<file path="src/rtl/alu_pkg.sv">
// ---------------------------------------------------------------------------
// alu_pkg
// Shared definitions for the nibble-serial add/subtract sequencer of the
// Lab-8 ALU: opcode encodings, slice width and the controller state type.
// No ports (package).
// ---------------------------------------------------------------------------
package alu_pkg;

  // Opcode encodings. OP_SUB doubles as the initial carry (the "+1" of A + ~B + 1).
  localparam logic OP_ADD = 1'b0;
  localparam logic OP_SUB = 1'b1;

  // Width of the shared add/sub slice.
  localparam int NIB_W = 4;

  typedef enum logic [1:0] {
    IDLE = 2'd0,
    RUN  = 2'd1,
    DONE = 2'd2
  } stateT;

endpackage : alu_pkg

</file>
<file path="src/rtl/nibble_addsub.sv">
// ---------------------------------------------------------------------------
// nibble_addsub
// The single shared 4-bit adder slice. Subtraction is done by the caller,
// which inverts B and supplies the initial carry.
// Ports:
//   A, B  in  4  slice operands
//   Cin   in  1  carry into bit 0
//   S     out 4  slice sum
//   Cout  out 1  carry out of bit 3
//   C3    out 1  carry into bit 3 (used for signed overflow on the top nibble)
// ---------------------------------------------------------------------------
module nibble_addsub
  import alu_pkg::*;
(
  input  logic [NIB_W-1:0] A,
  input  logic [NIB_W-1:0] B,
  input  logic             Cin,
  output logic [NIB_W-1:0] S,
  output logic             Cout,
  output logic             C3
);

  // Split at bit 3 so the carry into the sign position of the slice is
  // available directly instead of being reconstructed from the sum.
  logic [NIB_W-1:0] lowSum;  // bits [2:0] of the sum plus carry into bit 3
  logic [1:0]       topSum;  // bit 3 of the sum plus carry out

  assign lowSum = {1'b0, A[2:0]} + {1'b0, B[2:0]} + {3'b000, Cin};
  assign topSum = {1'b0, A[3]} + {1'b0, B[3]} + {1'b0, lowSum[3]};

  assign S    = {topSum[0], lowSum[2:0]};
  assign C3   = lowSum[3];
  assign Cout = topSum[1];

endmodule : nibble_addsub

</file>
<file path="src/rtl/alu_serial_ctrl.sv">
// ---------------------------------------------------------------------------
// alu_serial_ctrl
// Nibble-serial add/subtract sequencer. Accepts WIDTH-bit operands and an
// ADD/SUB opcode through a start/ready handshake, then runs one shared 4-bit
// slice over WIDTH/4 cycles, least-significant nibble first. Result and flags
// are committed together on the edge that processes the last nibble.
// Parameters:
//   WIDTH       operand/result width; multiple of 4, at least 8
// Ports:
//   clk         in   1      rising-edge clock
//   rst_n       in   1      synchronous active-low reset
//   start       in   1      request, accepted only while ready=1
//   op          in   1      0=ADD, 1=SUB (a-b)
//   a, b        in   WIDTH  operands, sampled on the accept edge
//   ready       out  1      high in IDLE
//   busy        out  1      high in RUN
//   done        out  1      one-cycle pulse in DONE
//   result      out  WIDTH  sum/difference, held until the next completion
//   cout        out  1      ADD: carry out; SUB: borrow
//   zero        out  1      result == 0
//   neg         out  1      result MSB
//   ovf         out  1      signed overflow
// ---------------------------------------------------------------------------
module alu_serial_ctrl
  import alu_pkg::*;
#(
  parameter int WIDTH = 16
) (
  input  logic             clk,
  input  logic             rst_n,
  input  logic             start,
  input  logic             op,
  input  logic [WIDTH-1:0] a,
  input  logic [WIDTH-1:0] b,
  output logic             ready,
  output logic             busy,
  output logic             done,
  output logic [WIDTH-1:0] result,
  output logic             cout,
  output logic             zero,
  output logic             neg,
  output logic             ovf
);

  localparam int N      = WIDTH / NIB_W;
  localparam int CNT_W  = $clog2(N);
  localparam logic [CNT_W-1:0] LAST_CNT = CNT_W'(N - 1);

  stateT            state;
  logic [WIDTH-1:0] opA;
  logic [WIDTH-1:0] opB;
  logic             opReg;
  logic             carry;
  logic [CNT_W-1:0] cnt;
  logic [WIDTH-1:0] resultWork;

  logic [NIB_W-1:0] nibA;
  logic [NIB_W-1:0] nibB;
  logic [NIB_W-1:0] nibSum;
  logic             nibCout;
  logic             nibC3;
  logic [WIDTH-1:0] workNext;

  // Slice inputs: current nibble of each operand, B inverted for SUB.
  // NOTE: every variable assigned in always_comb gets a value on every path
  // (here a default first), otherwise synthesis infers a latch.
  always_comb begin
    nibA = opA[cnt*NIB_W +: NIB_W];
    nibB = opB[cnt*NIB_W +: NIB_W] ^ {NIB_W{opReg}};
  end

  nibble_addsub uSlice (
    .A    (nibA),
    .B    (nibB),
    .Cin  (carry),
    .S    (nibSum),
    .Cout (nibCout),
    .C3   (nibC3)
  );

  // Working result with the current nibble merged in. On the last nibble this
  // is the complete result, which lets result and flags commit on that edge.
  always_comb begin
    workNext = resultWork;
    workNext[cnt*NIB_W +: NIB_W] = nibSum;
  end

  // Controller: FSM, datapath registers and registered handshake outputs.
  // NOTE: sequential state uses non-blocking (<=) so every flop samples the
  // pre-edge values; blocking here would create order-dependent behaviour.
  always_ff @(posedge clk) begin
    if (!rst_n) begin
      state      <= IDLE;
      ready      <= 1'b1;
      busy       <= 1'b0;
      done       <= 1'b0;
      opA        <= '0;
      opB        <= '0;
      opReg      <= OP_ADD;
      carry      <= 1'b0;
      cnt        <= '0;
      resultWork <= '0;
      result     <= '0;
      cout       <= 1'b0;
      zero       <= 1'b1;
      neg        <= 1'b0;
      ovf        <= 1'b0;
    end else begin
      unique case (state)
        IDLE: begin
          if (start) begin
            opA   <= a;
            opB   <= b;
            opReg <= op;
            carry <= op;  // SUB injects the +1 of two's complement here
            cnt   <= '0;
            state <= RUN;
            ready <= 1'b0;
            busy  <= 1'b1;
          end
        end

        RUN: begin
          resultWork <= workNext;
          carry      <= nibCout;
          cnt        <= cnt + CNT_W'(1);
          if (cnt == LAST_CNT) begin
            state  <= DONE;
            busy   <= 1'b0;
            done   <= 1'b1;
            result <= workNext;
            // Final carry is "no borrow" for SUB, so flip it to report borrow.
            cout   <= nibCout ^ opReg;
            zero   <= (workNext == '0);
            neg    <= workNext[WIDTH-1];
            ovf    <= nibC3 ^ nibCout;
          end
        end

        DONE: begin
          // start is ignored here; the request is not queued.
          state <= IDLE;
          done  <= 1'b0;
          ready <= 1'b1;
        end

        default: begin
          state <= IDLE;
          ready <= 1'b1;
          busy  <= 1'b0;
          done  <= 1'b0;
        end
      endcase
    end
  end

endmodule : alu_serial_ctrl

</file>
<file path="config.mk">
export PLATFORM = sky130hd
export DESIGN_NAME = alu_serial_ctrl
export DESIGN_NICKNAME = d
export VERILOG_FILES = /design/src/rtl/alu_pkg.sv /design/src/rtl/nibble_addsub.sv /design/src/rtl/alu_serial_ctrl.sv
export SDC_FILE = /design/constraint.sdc
export NUM_CORES = 1
export LEC_CHECK = 0
export CAP_MARGIN = 15
export CORE_MARGIN = 1.5
export CORE_UTILIZATION = 53
export DETAILED_ROUTE_END_ITERATION = 10
export PLACE_DENSITY = 0.85
export SETUP_SLACK_MARGIN = 0.5
export SLEW_MARGIN = 20
export SYNTH_ARGS = -nofsm -noshare
export SYNTH_HDL_FRONTEND = slang
export SYNTH_SLANG_ARGS = --single-unit
</file>
<file path="constraint.sdc">
create_clock -name clk -period 5.2 [get_ports clk]
set_input_delay 1.3 -clock clk [delete_from_list [all_inputs] [get_ports clk]]
set_output_delay 1.3 -clock clk [all_outputs]
set_load 0.03 [all_outputs]
</file>
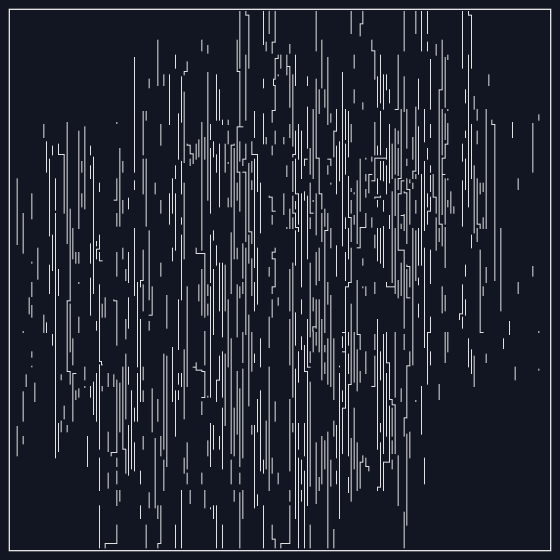
**Above:** met2 routing.
- wire length on this layer: 3,520 µm
- longest straight run: 38.4 µm
met2 layer usage reported by global route: 35.5%
total wire length after detailed routing: 7160 µm
vias after detailed routing: 2,836

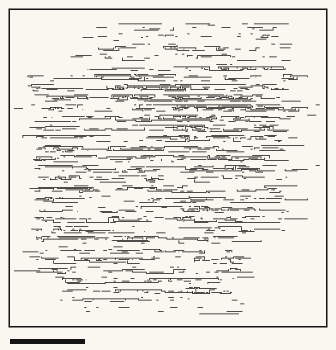
**Above:** metal 1.
Bar = 20 µm.
- wire length on this layer: 3,070 µm
- main direction: horizontal
- nets with wire on the layer: 420
- share of all routed wire: 43%
met1 demand-to-capacity share in global routing: 26.4%

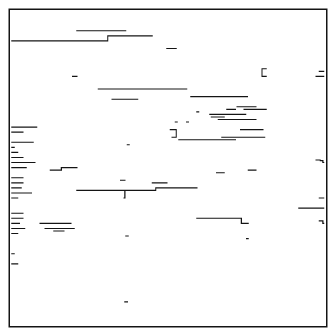
**Above:** met3 routing.
- nets with wire on the layer: 44
- share of all routed wire: 4.8%
- wire length on this layer: 346 µm
- longest straight run: 25.8 µm
- main direction: horizontal
met3 track utilization from global routing: 5.21%

==> run notes <==
The run gives 2,754 as the number of global-route vias before repair. STA classifies the critical path endpoint as a flop. The warning total across the stage logs is 31. Kind of start point of the critical path: a flop. The count of buffers added on input and output ports is 58.

In the Yosys stats the netlist draws on 37 distinct library cells. Entering global routing, the biggest net connects 77 pins. The run gives 0% for the share of async-settable or async-resettable flops after synthesis. In the hold report, the worst path ends at opA[7]. The synthesis report lists the Yosys warning total as 0. By area the synthesized netlist is led by sky130_fd_sc_hd__dfxtp_1 43%, sky130_fd_sc_hd__nand2_1 11%, sky130_fd_sc_hd__o211a_1 9.0%. The run gives 350 ps for the insertion delay of the later-clocked pin in the worst-skew pair. The maximum clock path buffer count came out at 2.

In this run the core area contains 29 standard-cell rows. The tools report the arrival time of the worst setup path as 4410 ps. The worst setup path is of the reg -> reg kind. In this run the remaining antenna-violating nets after routing total 0. For the share of synthesized area occupied by flip-flops and latches, the log shows 42.9%.

After routing, the total negative slack on setup checks comes to 0 ps. Per the slew report, the remaining headroom to the max-slew limit stands at 44.5%. The synthesized instance count is 383. Critical path buffer and inverter count: 0. Pin slew with the least headroom to its limit: 831 ps.

Walking the worst path, the cells encountered are mux4_2 -> xor2_1 -> ha_1 -> nor2b_1 -> o21a_1 -> or2_2 -> fa_1 -> a31oi_1 -> nand4_1 -> or4_1 -> nand3_1. The flow ran to the end, but the final reports show violations. Number of placed instances, taps included: 490. The checks that failed: DRC. The power density relative to cell area came out at 285 nW/µm².

The worst hold path was traced through 2 stages. With the number of sinks on the clock net at 76, the max-slew violation total from the final report is 0. STA lists the startpoint of the worst register-to-register path as cnt[0]. According to the timing report, the data required time at the worst endpoint equals 5480 ps. Per the detail_route report, vias per standard cell equal 5.63.

In this run the standard cell core region covers 6420 µm². For this run, design rule violations remaining after detail routing come to 2. Endpoints failing hold in the final report were tallied at 0. With the clock period minus worst slack at 4130 ps, the proportion of layout cells with a drive suffix above 1 is 7.26%.

After synthesis the cells add up to 3550 µm². Leaving out filler cells and counting taps, the final layout contains 504. Before antenna repair, the detailed router went through 9 iterations. Global routing finished with a remaining overflow of 0.

In the placement report, post-DP HPWL is listed as 4940 µm. The die extent in y came out at 84.8 µm. The floorplan step set the die width to 84.8 µm. The root buffer cell chosen for the clock tree is sky130_fd_sc_hd__clkbuf_8.

For this design, the CTS-stage hold fixing added 0 buffers. For reference, the post-synthesis area per instance comes to 9.26 µm². The post-detailed-route wirelength per cell is 14.2 µm, and the clock skew is 6.16 ps. The overall routing resource usage was 21.7%; the maximum cell stage delay along the critical path was 860 ps. Per the cell usage report, the commonest logic cell in the layout is sky130_fd_sc_hd__nand2_1. The run gives 11 for the worst-case reg-to-reg path depth. The most instantiated flip-flop cell in the synthesis netlist is sky130_fd_sc_hd__dfxtp_1. Ranked by instance count, the synthesized netlist is headed by 101 x sky130_fd_sc_hd__nand2_1, 76 x sky130_fd_sc_hd__dfxtp_1, 32 x sky130_fd_sc_hd__o211a_1.

Yosys reports that the leading cell type by area covers 42.9% of the netlist area.
[per-stage QoR]
stage | setup WS (ps) | hold slack, ps | utilization [%]
after floorplan | 1570 | 432 | -
after global placement | 1200 | 439 | 63.8
after detailed placement | 1070 | 451 | 63.8
after CTS | 1060 | 461 | 66.3
after global routing | 757 | 482 | 66.4
final | 1070 | 458 | 66.4
[area by class of cell]
| cell class | instances | area (µm²) |
|---|---|---|
| Clock buffer | 11 | 141 |
| Sequential cell | 76 | 1520 |
| Tap cell | 77 | 96.3 |
| Fill cell | 516 | 2160 |
| Multi-Input combinational cell | 270 | 1880 |
| Timing Repair Buffer | 59 | 586 |
| Clock inverter | 3 | 15.0 |
| Inverter | 8 | 30.0 |
[metal layers]
layer | up-vias | wire, µm
li1 | 1399 | -
met5 | - | 0
met3 | 22 | 345
met4 | 0 | 229
met1 | 1337 | 3070
met2 | 78 | 3520
[where the power goes]
part	switching, µW	internal [µW]
Sequential	22.9	613
Combinational	109	95.4
Clock	196	178
Total	327	887
[cells by family after synthesis]
kind of cell             Yosys count  synth area share, %
buffers and inverters             37                 4.52
XOR/XNOR                           6                 1.48
AND-OR/OR-AND                     96                 22.0
flip-flops                        76                 42.9
adder cells (fa/ha/maj)           11                 4.52
multiplexers                       8                 5.08
AND/OR/NAND/NOR                  149                 19.5
[how the worst max path moves through the flow]
stage / depth (start not counted) / from / to / slack, ps
2_1_floorplan: 12 / cnt[0] / zero / 1570
3_3_place_gp: 11 / cnt[0] / zero / 1200
3_5_place_dp: 11 / cnt[0] / zero / 1070
4_1_cts: 11 / cnt[0] / zero / 1060
5_1_grt: 11 / cnt[0] / zero / 760
6_report: 11 / cnt[0] / zero / 1070
[sequential cells by signal, indices dropped and copies added, names as in the netlist, 2 cells and up]
register	count
cnt	2
state	2
result	16
opA	16
resultWork	16
opB	16
Power is estimated from default activity; no workload was simulated.
